`src/rtl/sevenseg4_enc.sv`:
```
// Four-digit multiplexed seven-segment encoder.
// Holds a BCD shadow register loaded on request, scans one digit at a time,
// optionally blanks leading zeros and blinks the whole display.
// Segment and anode outputs are registered, so they show the scan index and
// shadow contents from the previous cycle.
module sevenseg4_enc #(
  parameter int SCAN_DIV  = 1000,
  parameter int BLINK_DIV = 12_500_000
) (
  input  logic        clk,
  input  logic        reset,
  input  logic        load,
  input  logic [15:0] digits,
  input  logic        blank_lz,
  input  logic        blink,
  output logic        ack,
  output logic [6:0]  seg,
  output logic [3:0]  an
);

  localparam int SCAN_W  = $clog2(SCAN_DIV);
  localparam int BLINK_W = $clog2(BLINK_DIV);

  localparam logic [SCAN_W-1:0]  SCAN_LAST  = SCAN_W'(SCAN_DIV - 1);
  localparam logic [BLINK_W-1:0] BLINK_LAST = BLINK_W'(BLINK_DIV - 1);

  localparam logic [6:0] SEG_BLANK = 7'b1111111;
  localparam logic [6:0] SEG_ERROR = 7'b0000110;
  localparam logic [3:0] AN_OFF    = 4'b1111;

  // Captured digits and the acknowledge pulse
  logic [15:0]        shadow_q,     shadow_d;
  logic               ack_q,        ack_d;

  // Digit scan timing
  logic [SCAN_W-1:0]  scanCnt_q,    scanCnt_d;
  logic [1:0]         digitIdx_q,   digitIdx_d;

  // Blink timing
  logic [BLINK_W-1:0] blinkCnt_q,   blinkCnt_d;
  logic               blinkPhase_q, blinkPhase_d;

  // Registered display drive
  logic [6:0]         seg_q,        seg_d;
  logic [3:0]         an_q,         an_d;

  // Combinational helpers for the display path
  logic [3:0]         curNibble;
  logic               zeroFrom1;
  logic               zeroFrom2;
  logic               zeroFrom3;
  logic               leadBlank;
  logic [3:0]         anSelect;
  logic               blinkDark;

  // Active-low glyph for one nibble; anything above 9 shows an 'E'
  function automatic logic [6:0] encodeNibble(input logic [3:0] nibble);
    logic [6:0] glyph;
    case (nibble)
      4'd0:    glyph = 7'b1000000;
      4'd1:    glyph = 7'b1111001;
      4'd2:    glyph = 7'b0100100;
      4'd3:    glyph = 7'b0110000;
      4'd4:    glyph = 7'b0011001;
      4'd5:    glyph = 7'b0010010;
      4'd6:    glyph = 7'b0000010;
      4'd7:    glyph = 7'b1111000;
      4'd8:    glyph = 7'b0000000;
      4'd9:    glyph = 7'b0011000;
      default: glyph = SEG_ERROR;
    endcase
    return glyph;
  endfunction

  // Capture new digits on a load request and echo it as a one-cycle ack
  always_comb begin
    shadow_d = shadow_q;
    ack_d    = load;
    if (load) begin
      shadow_d = digits;
    end
  end

  // Scan counter dwells SCAN_DIV cycles per digit, then steps the index
  always_comb begin
    scanCnt_d  = scanCnt_q + SCAN_W'(1);
    digitIdx_d = digitIdx_q;
    if (scanCnt_q == SCAN_LAST) begin
      scanCnt_d  = '0;
      digitIdx_d = digitIdx_q + 2'd1;
    end
  end

  // Blink counter runs only while blinking and restarts lit when re-enabled
  always_comb begin
    blinkCnt_d   = '0;
    blinkPhase_d = 1'b0;
    if (blink) begin
      blinkPhase_d = blinkPhase_q;
      if (blinkCnt_q == BLINK_LAST) begin
        blinkCnt_d   = '0;
        blinkPhase_d = ~blinkPhase_q;
      end else begin
        blinkCnt_d = blinkCnt_q + BLINK_W'(1);
      end
    end
  end

  // Pick the nibble and anode for the digit currently being scanned
  always_comb begin
    curNibble = shadow_q[3:0];
    anSelect  = 4'b1110;
    case (digitIdx_q)
      2'd1: begin
        curNibble = shadow_q[7:4];
        anSelect  = 4'b1101;
      end
      2'd2: begin
        curNibble = shadow_q[11:8];
        anSelect  = 4'b1011;
      end
      2'd3: begin
        curNibble = shadow_q[15:12];
        anSelect  = 4'b0111;
      end
      default: begin
        curNibble = shadow_q[3:0];
        anSelect  = 4'b1110;
      end
    endcase
  end

  // A digit is a leading zero only if it and every digit to its left are
  // exactly zero; invalid nibbles count as non-zero, digit 0 is never blanked
  always_comb begin
    zeroFrom3 = (shadow_q[15:12] == 4'h0);
    zeroFrom2 = zeroFrom3 && (shadow_q[11:8] == 4'h0);
    zeroFrom1 = zeroFrom2 && (shadow_q[7:4] == 4'h0);
    leadBlank = 1'b0;
    if (blank_lz) begin
      case (digitIdx_q)
        2'd1:    leadBlank = zeroFrom1;
        2'd2:    leadBlank = zeroFrom2;
        2'd3:    leadBlank = zeroFrom3;
        default: leadBlank = 1'b0;
      endcase
    end
  end

  // Compose the next display drive; the dark blink phase overrides everything
  always_comb begin
    blinkDark = blink && blinkPhase_q;
    seg_d     = encodeNibble(curNibble);
    an_d      = anSelect;
    if (leadBlank) begin
      seg_d = SEG_BLANK;
    end
    if (blinkDark) begin
      seg_d = SEG_BLANK;
      an_d  = AN_OFF;
    end
  end

  // State register with synchronous reset; reset also wins over a load
  always_ff @(posedge clk) begin
    if (reset) begin
      shadow_q     <= 16'h0000;
      ack_q        <= 1'b0;
      scanCnt_q    <= '0;
      digitIdx_q   <= 2'd0;
      blinkCnt_q   <= '0;
      blinkPhase_q <= 1'b0;
      seg_q        <= SEG_BLANK;
      an_q         <= AN_OFF;
    end else begin
      shadow_q     <= shadow_d;
      ack_q        <= ack_d;
      scanCnt_q    <= scanCnt_d;
      digitIdx_q   <= digitIdx_d;
      blinkCnt_q   <= blinkCnt_d;
      blinkPhase_q <= blinkPhase_d;
      seg_q        <= seg_d;
      an_q         <= an_d;
    end
  end

  assign ack = ack_q;
  assign seg = seg_q;
  assign an  = an_q;

endmodule
```
`config.mk`:
```
export PLATFORM = sky130hd
export DESIGN_NAME = sevenseg4_enc
export DESIGN_NICKNAME = d
export VERILOG_FILES = /design/src/rtl/sevenseg4_enc.sv
export SDC_FILE = /design/constraint.sdc
export NUM_CORES = 1
export LEC_CHECK = 0
export CORE_ASPECT_RATIO = 2
export CORE_MARGIN = 1.5
export CORE_UTILIZATION = 41
export DETAILED_ROUTE_END_ITERATION = 6
export PLACE_DENSITY = 0.75
export SYNTH_ARGS = -nofsm -noshare
export SYNTH_HDL_FRONTEND = slang
export SYNTH_SLANG_ARGS = --single-unit
```
`constraint.sdc`:
```
create_clock -name clk -period 2.1 [get_ports clk]
set_input_delay 0.315 -clock clk [delete_from_list [all_inputs] [get_ports clk]]
set_output_delay 0.315 -clock clk [all_outputs]
set_load 0.02 [all_outputs]
```
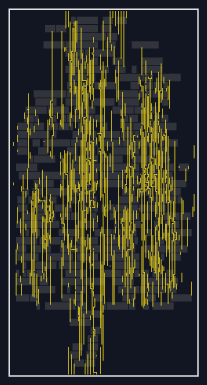
Figure 1: run 1, met2 routing.
Scale: 3 px per um. Cells faint in the background.
- main direction: vertical
- nets with wire on the layer: 342
- share of all routed wire: 55%
- longest straight run: 36.4 um
detailed-route wire length: 6652 um
via count: 2409
met2 Usage GRT: 34.78%

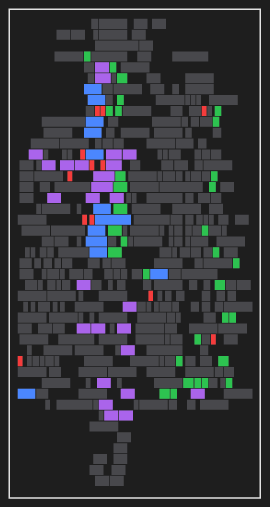
Figure 2: run 1, gate families picked out.
Scale: 4 px per um.
- inv cells: red (cells 12; most used inv_1)
- fa/ha/maj cells: blue (cells 12; most used ha_1)
- mux cells: purple (cells 26; most used mux2i_1)
- aoi and oai cells: green (cells 32)
Finished Layout Cells: 454
most numerous logic cell after layout: dfxtp_1
multi-input gate share of total cell area: 40.96%

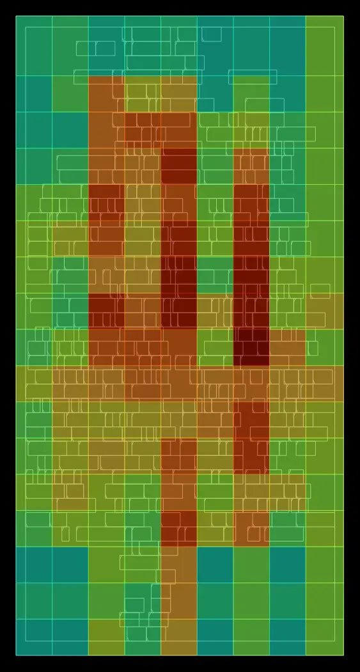
Figure 3: run 1, routing congestion map.
post-layout util: 54.34%
M1 GR Usage: 18.38%
GR peak layer: met2

==> notes.md, run 1 <==
flow finished, numbers: status=complete, no violations, aoi share=7.656%, DP HPWL=4993 um, critical path arrival=2310 ps, worst r2r path cells=8, P_comb=0.222 mW, hold slack=453.5 ps, CTS root buf=clkbuf_16, Power Internal=2.525 mW, WL met1=2425 um, CP Cell Sequence=inv_1 -> ha_2 -> a222oi_1 -> mux2_4 -> inv_1 -> ha_1 -> mux2_2 -> o211ai_1, Final Hold Viols=0, Pwr top=the clock network, setup ws final=17.11 ps, post-place setup slack=-34.55 ps, DRC violation count after routing=0, wire length on met3=220 um, Sequential Power Share=41.5%, Multiplexer share=9.213%, Critical Path Start Type=flip-flop, H-Tree Depth=3, Gate Count Post-Synth=316
## run 1: cell type report
| class | count | area (um2) |
|---|---|---|
| fillers | 656 | 3144 |
| multi-input cells | 228 | 1533 |
| flip-flops and latches | 65 | 1306 |
| repair buffers | 46 | 425.4 |
| clock buffers | 9 | 225.2 |
| well taps | 90 | 112.6 |
| clock inverters | 4 | 95.09 |
| inverters | 12 | 45.04 |
## run 1: Yosys cell counts (all sizes together)
cell and count:
mux2 5, ha 12, a222oi 4, nand3 14, clkbuf 10, mux2i 21, o211ai 3, nor4bb 1
xnor2 15, nor2 47, buf 1, o21ai 12, o21a 1, and3 5, nand4b 1, dfxtp 65
nand2b 3, a31o 1, nand2 16, nor3 6, nand4 11, xor2 7, or3 8, o31ai 2
and4 1, a21boi 1, o211a 1, nor2b 3, or4 5, and2 5, nor4 7, a21oi 10
inv 12
## run 1: flip-flops by register name (all words and copies together) (netlist names)
| register | count |
|---|---|
| blinkCnt_q | 24 |
| shadow_q | 16 |
| scanCnt_q | 10 |
| seg | 7 |
| an | 4 |
| digitIdx_q | 2 |
| ack | 1 |
| blinkPhase_q | 1 |
## run 1: repair_timing
action                                  in CTS  in global routing
resized                                      2                  9
pin swaps                                    0                  2
gates cloned                                 0                  0
buffers inserted                             0                  3
endpoints found under the setup margin       2                  8
hold endpoints to repair                     0                  0
## run 1: worst register-to-register path, stage by stage, from the launching register on
cell	delay, ps
dfxtp_4	370
inv_1	70
ha_2	200
a222oi_1	330
mux2_4	250
inv_1	70
ha_1	210
mux2_2	280
o211ai_1	200
## run 1: routing by layer
| layer | track usage (%) | vias to the layer above |
|---|---|---|
| met5 | 0 | - |
| met4 | 13.61 | 0 |
| met3 | 4.617 | 25 |
| met2 | 34.78 | 63 |
| met1 | 18.38 | 1122 |
| li1 | - | 1199 |
## Run 2: what changed since run 1
CORE_MARGIN = default   (was 1.5)
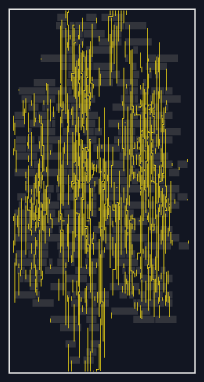
Figure 4: run 2, met2 routing.
Scale: 3 px per um. Cells faint in the background.
- longest straight run: 37.7 um
- main direction: vertical
met2 Usage GRT: 37.23%
detailed-route wire length: 6641 um
via count: 2403

==> notes.md, run 2 <==
flow finished, numbers: status=complete, no violations, flip-flops with a built-in enable=0, DP HPWL=4945 um, largest registers=blinkCnt_q x24, shadow_q x16, scanCnt_q x10, Comb area=1539 um2, Multiplexer share=9.213%, most frequent cells after synthesis=dfxtp_1 (65), nor2_1 (47), mux2i_1 (21), nand2_1 (15), xnor2_1 (15), Synth async-reset ratio=0%, CP Cell Sequence=inv_2 -> ha_4 -> a222oi_1 -> mux2_4 -> inv_1 -> ha_2 -> mux2_2 -> o211ai_1, Power Internal=2.311 mW, H-Tree Depth=3, critical path arrival=2250 ps, Setup CP Type=flip-flop to flip-flop, Sequential Power Share=44.3%, Fmax achieved=499.5 MHz, first drt pass iteration count=5, area leader, netlist=dfxtp_1, Resized cells post-CTS=1, worst r2r path cells=8, Storage cell area=1309 um2, r2r endpoint=seg[4]$_SDFF_PP1_, # Post-CTS Setup Buffers=0, DRC violation count after routing=0, main flop type=dfxtp_1, most numerous logic cell after layout=dfxtp_1, Nets at Floorplan=349, CTS root buf=clkbuf_16, max reg flops=24, total power draw=2.937 mW, Gate Count Post-Synth=316, Synth top cell by count=dfxtp_1, R2R Setup Slk=100 ps, Final Hold Viols=0, aoi share=7.656%
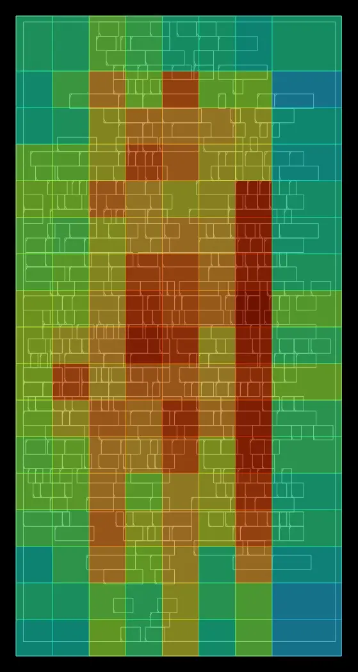
Figure 5: run 2, routing congestion map.
average wire per standard cell: 14.66 um
M3 GR Usage: 6.096%
All-Layer GR Usage: 20.74%

==> run 2: cell types whose count changed in the layout (fill, tap and decap cells not counted), moves of 2 or more <==
cell       delta
clkbuf_8      +4
bufinv_16     -3
clkbuf_1      +2
buf_4         -4
==> run 2: power groups by stage <==
stage | Clock [mW] | Combinational, mW | Sequential (mW)
after detailed placement | 0 | 0.211 | 1.33
after CTS | 1.46 | 0.213 | 1.30
final | 1.42 | 0.212 | 1.30
after global routing | 1.52 | 0.234 | 1.30
after global placement | 0 | 0.206 | 1.33
after floorplan | 0 | 0.0994 | 1.34
==> run 2: cell type report <==
class	count	area share, %
flip-flops and latches	65	35.41
clock inverters	1	0.2031
repair buffers	42	10.70
inverters	12	1.219
clock buffers	15	7.786
well taps	90	3.047
multi-input cells	228	41.64
==> run 2: cells by family after synthesis <==
family,Yosys count
and+or+nand+nor,133
buffers and inverters,23
AOI/OAI and AO/OA,35
DFF,65
muxes,26
xor gates and xnor gates,22
adders and majority gates,12
==> run 2: per-layer routing <==
metal  vias to the layer above  share of wire [%]  GRT usage (%)
met1                      1125                 35          18.45
met2                        62                 57          37.23
met5                         -                  0              0
met4                         0                4.8          14.17
li1                       1190                  -              -
met3                        26                3.5          6.096
==> run 2: metrics by stage <==
| step | hold WS (ps) | setup WS [ps] | util (%) | instances |
|---|---|---|---|---|
| after floorplan | 386.6 | 172.5 | - | 316 |
| after global placement | 426.6 | 64.25 | 48.66 | 436 |
| after detailed placement | 448.9 | -12.00 | 48.66 | 436 |
| after CTS | 458.6 | 10.16 | 53.00 | 452 |
| after global routing | 484.5 | 3.203 | 53.67 | 453 |
| final | 454.6 | 98.05 | 53.67 | 453 |
## Run 3: what changed since run 2
CORE_MARGIN = 3   (was default)
SLEW_MARGIN = 20   (was default)
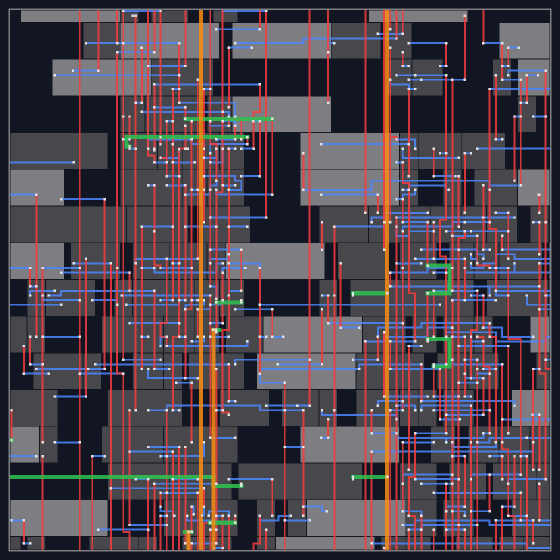
Figure 6: run 3, close-up of the layout.
Window x 13 to 53, y 67 to 107 um. Cells in gray, sequential cells in the stronger gray; small squares are vias.
- M2: red
- M1: blue
- M4: orange
- M3: green
- most frequent: nor2_1 (15), dfxtp_1 (14), ha_1 (8)
- sequential cells in the window: 15
- netlist names of flops here include: blinkCnt_q (5), seg (5), shadow_q (3)
- cells with their middle in the window: 116

==> notes.md, run 3 <==
flow finished, numbers: Gate Count Post-Synth=316, Sequential Power Share=43.2%, status=complete, no violations, detailed-route wire length=6570 um, critical path arrival=2250 ps, Critical Path Start Type=flip-flop, worst r2r path cells=7, CP Cell Sequence=inv_1 -> ha_1 -> mux2_4 -> buf_4 -> ha_1 -> mux2_2 -> o211ai_1, GR peak layer=met2, most numerous logic cell after layout=dfxtp_1, All-Layer GR Usage=17.07%, R2R Setup Slk=90 ps, Synth async-reset ratio=0%, average wire per standard cell=14.63 um, flip-flops with a built-in enable=0, Resized cells post-CTS=2, DRC violation count after routing=0, FILL cells=637, largest reg by FF count=blinkCnt_q, main flop type=dfxtp_1, met2 Usage GRT=32.10%, CTS root buf=clkbuf_16, H-Tree Depth=3, r2r endpoint=seg[4]$_SDFF_PP1_, wire length on met2=3809 um, DP HPWL=4924 um, Nets at Floorplan=349
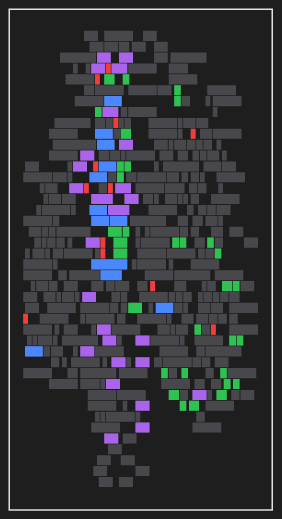
Figure 7: run 3, gate families picked out.
Scale: 4 px per um.
- mux cells: purple (cells 26; most used mux2i_1)
- aoi and oai cells: green (cells 32)
- inv cells: red (cells 12; most used inv_1)
- fa/ha/maj cells: blue (cells 12; most used ha_1)
multi-input gate share of total cell area: 41.40%
Finished Layout Cells: 449

==> run 3: kinds of logic (layout without fill, tap and decap cells) <==
| kind of cell | after synthesis | after routing | synth area share (%) |
|---|---|---|---|
| flip-flops | 65 | 65 | 44.98 |
| XOR/XNOR | 22 | 22 | 6.661 |
| AND/OR/NAND/NOR | 133 | 133 | 23.27 |
| AND-OR/OR-AND | 35 | 35 | 7.656 |
| multiplexers | 26 | 26 | 9.213 |
| buffers and inverters | 23 | 68 | 3.028 |
| adder cells (fa/ha/maj) | 12 | 12 | 5.190 |
==> run 3: per-stage QoR <==
stage / TNS (ps) / cells / util, % / hold WS [ps] / setup slack (ps)
2_1_floorplan: 0 / 316 / - / 386.6 / 172.5
3_3_place_gp: 0 / 432 / 49.55 / 426.5 / 67.23
3_5_place_dp: -24.29 / 432 / 49.55 / 437.6 / -24.29
4_1_cts: 0 / 448 / 54.41 / 450.5 / 24.68
5_1_grt: 0 / 449 / 54.82 / 484.9 / 1.283
6_report: 0 / 449 / 54.82 / 446.6 / 93.88
==> run 3: layout make-up <==
type / count / area, um2 / share of cell area (%)
clock buffers: 12 / 266.5 / 7.228
clock inverters: 2 / 37.54 / 1.018
inverters: 12 / 45.04 / 1.222
multi-input cells: 228 / 1526 / 41.40
flip-flops and latches: 65 / 1306 / 35.43
well taps: 88 / 110.1 / 2.986
repair buffers: 42 / 395.4 / 10.72
==> run 3: power groups by stage <==
| stage | combinational, mW | sequential, mW | clock [mW] |
|---|---|---|---|
| floorplan | 0.0994 | 1.34 | 0 |
| global placement | 0.208 | 1.32 | 0 |
| detailed placement | 0.213 | 1.33 | 0 |
| CTS | 0.218 | 1.30 | 1.52 |
| global route | 0.240 | 1.30 | 1.57 |
| finish | 0.219 | 1.30 | 1.49 |
Power is estimated from default activity; no workload was simulated.
